### Routing congestion map

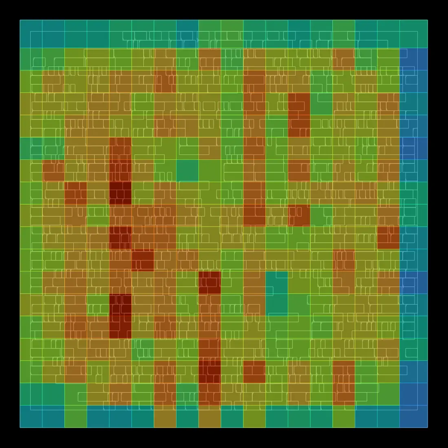
### Sequential cells grouped by signal name

Scale bar: 50 um. Other sequential cells in the stronger gray, the rest of the logic in the fainter gray.
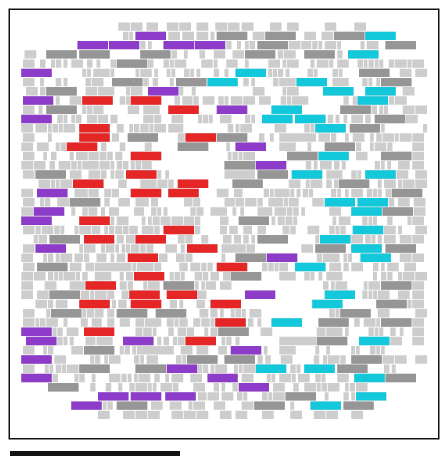
### Placement by cell class

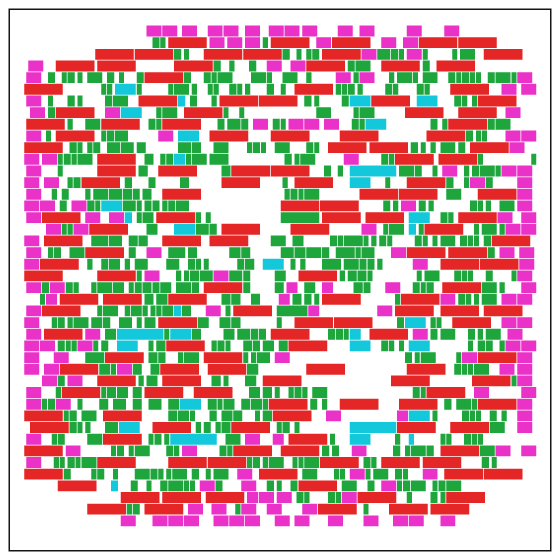
==> config.mk <==
export PLATFORM = sky130hd
export DESIGN_NAME = if_fetch_unit
export DESIGN_NICKNAME = d
export VERILOG_FILES = /design/src/rtl/if_fetch_unit.sv
export SDC_FILE = /design/constraint.sdc
export NUM_CORES = 1
export LEC_CHECK = 0
export ABC_CLOCK_PERIOD_IN_PS = 7100
export CAP_MARGIN = 20
export CORE_MARGIN = 3
export CORE_UTILIZATION = 52
export CTS_BUF_LIST = sky130_fd_sc_hd__clkbuf_8
export DETAILED_ROUTE_END_ITERATION = 12
export PLACE_DENSITY = 0.82
export SYNTH_ARGS = -nofsm -noshare
export SYNTH_HDL_FRONTEND = slang
export SYNTH_SLANG_ARGS = --single-unit
==> constraint.sdc <==
create_clock -name clk -period 7.1 [get_ports clk]
set_input_delay 1.42 -clock clk [delete_from_list [all_inputs] [get_ports clk]]
set_output_delay 1.42 -clock clk [all_outputs]
set_load 0.005 [all_outputs]
==> src/rtl/if_fetch_unit.sv <==
// if_fetch_unit: owns the PC, fetches from imem, fills the IF/ID slot.
// Optional feature macro: MISALIGN_TRAP_EN (adds fetch_misaligned).
module if_fetch_unit #(
    parameter logic [31:0] RESET_PC = 32'h0000_0000
) (
    input  logic        clk,
    input  logic        rst,
    input  logic        stall,
    input  logic        redirect,
    input  logic [31:0] redirect_pc,
    output logic        imem_req,
    output logic [31:0] imem_addr,
    input  logic        imem_gnt,
    input  logic        imem_rvalid,
    input  logic [31:0] imem_rdata,
    output logic [31:0] if_pc,
    output logic [31:0] if_instr,
    output logic        if_valid,
`ifdef MISALIGN_TRAP_EN
    output logic        fetch_misaligned,
`endif
    output logic        flush
);

    typedef enum logic [1:0] {
        IDLE,
        REQ,
        WAIT,
        HOLD
    } state_t;

    state_t      state_q;
    logic [31:0] pc_q;
    logic [31:0] hold_pc;
    logic [31:0] hold_instr;
    logic        kill;
    logic        consume;
    logic        slot_free;
    logic        outstanding;
    logic        misaligned;
    logic        park;
    logic [31:0] target;

    assign consume   = if_valid & ~stall;
    assign slot_free = ~if_valid | consume;
    assign flush     = redirect;
    assign imem_req  = (state_q == REQ);
    assign imem_addr = pc_q;

    // A response still owed by memory unless it lands this very cycle.
    // IDLE+kill covers a request abandoned by a misaligned redirect.
    assign outstanding =
        (((state_q == WAIT) | ((state_q == IDLE) & kill)) & ~imem_rvalid)
        | ((state_q == REQ) & imem_gnt);

`ifdef MISALIGN_TRAP_EN
    assign target     = redirect_pc;
    assign misaligned = |redirect_pc[1:0];
    assign park       = fetch_misaligned;

    // Sticky trap flag, updated by every redirect.
    always_ff @(posedge clk or posedge rst) begin
        if (rst) begin
            fetch_misaligned <= 1'b0;
        end else if (redirect) begin
            fetch_misaligned <= misaligned;
        end
    end
`else
    assign target     = redirect_pc & 32'hFFFF_FFFC;
    assign misaligned = 1'b0;
    assign park       = 1'b0;
`endif

    // Fetch FSM, PC, output slot and hold buffer.
    always_ff @(posedge clk or posedge rst) begin
        if (rst) begin
            state_q    <= IDLE;
            pc_q       <= RESET_PC;
            kill       <= 1'b0;
            if_valid   <= 1'b0;
            if_pc      <= 32'h0;
            if_instr   <= 32'h0;
            hold_pc    <= 32'h0;
            hold_instr <= 32'h0;
        end else if (redirect) begin
            if_valid   <= 1'b0;
            hold_pc    <= 32'h0;
            hold_instr <= 32'h0;
            pc_q       <= target;
            kill       <= outstanding;
            if (misaligned) begin
                state_q <= IDLE;
            end else if (outstanding) begin
                state_q <= WAIT;
            end else begin
                state_q <= REQ;
            end
        end else begin
            if (consume) begin
                if_valid <= 1'b0;
            end
            unique case (state_q)
                IDLE: begin
                    if (kill) begin
                        if (imem_rvalid) begin
                            kill <= 1'b0;
                        end
                    end else if (!park) begin
                        state_q <= REQ;
                    end
                end
                REQ: begin
                    if (imem_gnt) begin
                        state_q <= WAIT;
                    end
                end
                WAIT: begin
                    if (imem_rvalid && kill) begin
                        kill    <= 1'b0;
                        state_q <= REQ;
                    end else if (imem_rvalid) begin
                        pc_q <= pc_q + 32'd4;
                        if (slot_free) begin
                            if_pc    <= pc_q;
                            if_instr <= imem_rdata;
                            if_valid <= 1'b1;
                            state_q  <= REQ;
                        end else begin
                            hold_pc    <= pc_q;
                            hold_instr <= imem_rdata;
                            state_q    <= HOLD;
                        end
                    end
                end
                HOLD: begin
                    if (slot_free) begin
                        if_pc    <= hold_pc;
                        if_instr <= hold_instr;
                        if_valid <= 1'b1;
                        state_q  <= REQ;
                    end
                end
                default: state_q <= IDLE;
            endcase
        end
    end

endmodule

==> out/README.md <==
| Group | Result | Reported |
| --- | --- | --- |
| run status | Outcome | finished, final reports clean |
| cells and area | Diodes inserted | 0 |
| critical path | Critical Path End | flush |
| clock tree | Total clock buffers created by CTS | 17 |
| min path | Worst Hold Class | register to register |
| yosys | Summed standard-cell area reported by yosys | 7480 um2 |
| yosys | Dominant combinational cell family by area after synthesis | simple AND/OR/NAND/NOR gates |
| yosys | Netlist area before placement | 7480 um2 |
| min path | Source of the worst hold timing path | hold_pc[1]$_DFFE_PP0P_ |
| floorplanning | Floorplan core density | 53.5% |
| power and ir drop | Share of total power consumed by net switching | 30.4% |
| critical path | Worst-path cell chain | buf_4 > clkdlybuf4s50_1 |
| power and ir drop | Overall power consumption | 0.00306 W |
| power and ir drop | Seq. pwr | 0.00127 W |
| cells and area | Proportion of layout cells with a drive suffix above 1 | 5.30% |
| cells and area | Sequential fraction of total cell area | 41.7% |
| sta | Setup total negative slack | 0 ns |
| floorplanning | Die span in y | 126 um |
| yosys | Total of flip-flops plus latches after synthesis | 160 |
| sta | Hold slack final | 0.516 ns |
| power and ir drop | P_sw | 0.000930 W |
| clock tree | Latest clock arrival within the worst-skew pair | 0.44 ns |
| min path | Hold Crit Endpoint | if_pc[1]$_DFFE_PP0P_ |
| critical path | CP peak stage delay | 0.59 ns |
| yosys | Synth Area in Compound Gates | 12.7% |
| cells and area | Count of buffers not belonging to the clock network in the layout | 171 |
| global routing | Number of global-route vias before repair | 5902 |
| power and ir drop | Fraction of power consumed by the clock network | 23.9% |
| job | Maxcap violations | 0 |
| cells and area | Area of combinational cells with multiple inputs | 3210 um2 |
| detailed routing | Total wirelength of the detailed-routed design | 18900 um |
| yosys | Post-synthesis adder-cell area fraction | 0.836% |
| global routing | Global-route wire length before repair | 30400 um |
| yosys | Proportion of netlist area held by the largest area contributor | 53.5% |
| sta | Pin slew with the least headroom to its limit | 0.969 ns |
| cells and area | Proportion of cell area spent on the clock network | 4.57% |
| detailed routing | Vias after detailed routing | 6346 |
| yosys | Area fraction in xor and xnor cells | 1.17% |
| cells and area | Number of nets at the end of the flow | 1005 |
| clock tree | Deepest level of the CTS H-tree | 4 |
| sta | Max Fclk | 264 MHz |
| critical path | Critical path class | primary input to output pin |
| yosys | Post-synthesis cell count from yosys | 803 |
| sta | Clock period minus worst slack | 3.78 ns |
| critical path | Startpoint of the worst-slack reg-to-reg timing path | state_q[0]$_DFFE_PP0P_ |
| critical path | Family with the most delay on the worst path | buffers and inverters |
| sta | Worst Clk Skew | 0.00930 ns |
| power and ir drop | PwrDens | 318 nW/um2 |
| power and ir drop | Power Combinational | 0.00106 W |
| placement | Setup slack after placement | 3.30 ns |
| yosys | Post-synth seq share | 53.5% |
| cells and area | Clock tree buffer count of the final layout | 20 |
| placement | Quantity of I/O buffers inserted on ports | 164 |
| critical path | Buf/Inv on CP | 2 |
| critical path | CP Max Fanout | 32 |
| clock tree | Number of sinks on the clock net | 160 |
| detailed routing | Initial DRC Count | 587 |
| global routing | Remaining global-route overflow | 0 |
| clock tree | Hold-fix buffer count after cts | 0 |
| sta | Endpoints failing setup | 0 |
| yosys | Library cell with the largest summed area after synthesis | sky130_fd_sc_hd__dfrtp_1 |
| floorplanning | Area of the core region | 14000 um2 |
| sta | Worst slew margin | 35.3% |
| detailed routing | DRC violation count after routing | 0 |
| cells and area | Filler cell count in the final layout | 1111 |
| clock tree | Clock-pin slew on the worst setup and hold paths | 0.07 ns |
| critical path | CP Data Arrival Time | 2.36 ns |
| floorplanning | Site row count | 43 |
| power and ir drop | Cell internal power dissipation | 0.00213 W |
| yosys | Share of synthesized cell area in and, or, nand and nor gates | 18.9% |
| sta | Post-layout period usage | 53.3% |
About 'Routing congestion map':
global-route usage over all layers: 23.6%
detail-routed net length per standard cell: 16.8 um

About 'Sequential cells grouped by signal name':
legend:
  `imem_addr`:
    color: red
    sequential_cells: 30
  `hold_instr`:
    color: cyan
    sequential_cells: 32
    where: a vertical strip on the right
  `if_pc`:
    color: purple
    sequential_cells: 31
not colored: 67

About 'Placement by cell class':
legend:
  flops:
    color: red
    cells: 160
  clock drivers and dummy loads:
    color: cyan
    cells: 32
  combinational and other logic:
    color: green
    cells: 580
  other buffers and delay cells:
    color: magenta
    cells: 171

routing by layer:
metal | share of wire (%) | routed length (um) | vias up | global-route usage (%)
met2 | 47 | 8850 | 222 | 36.7
met1 | 45 | 8410 | 3083 | 33.0
met3 | 7.7 | 1460 | 19 | 6.36
li1 | - | - | 3022 | -
met4 | 0.93 | 176 | 0 | 6.56
met5 | 0 | 0 | - | 0
kinds of logic after synthesis:
family                   after synthesis
multiplexers                          66
other                                  1
AND/OR/NAND/NOR                      315
XOR/XNOR                              10
flip-flops                           160
buffers and inverters                 71
adder cells (fa/ha/maj)                5
AND-OR/OR-AND                        175
flip-flops by register name, summed over array words and instances (netlist names):
name        cells
if_instr       32
hold_pc        31
if_valid        1
hold_instr     32
state_q         2
if_pc          31
kill            1
imem_addr      30
No activity file was given, so power comes from the tool's default toggle rates.
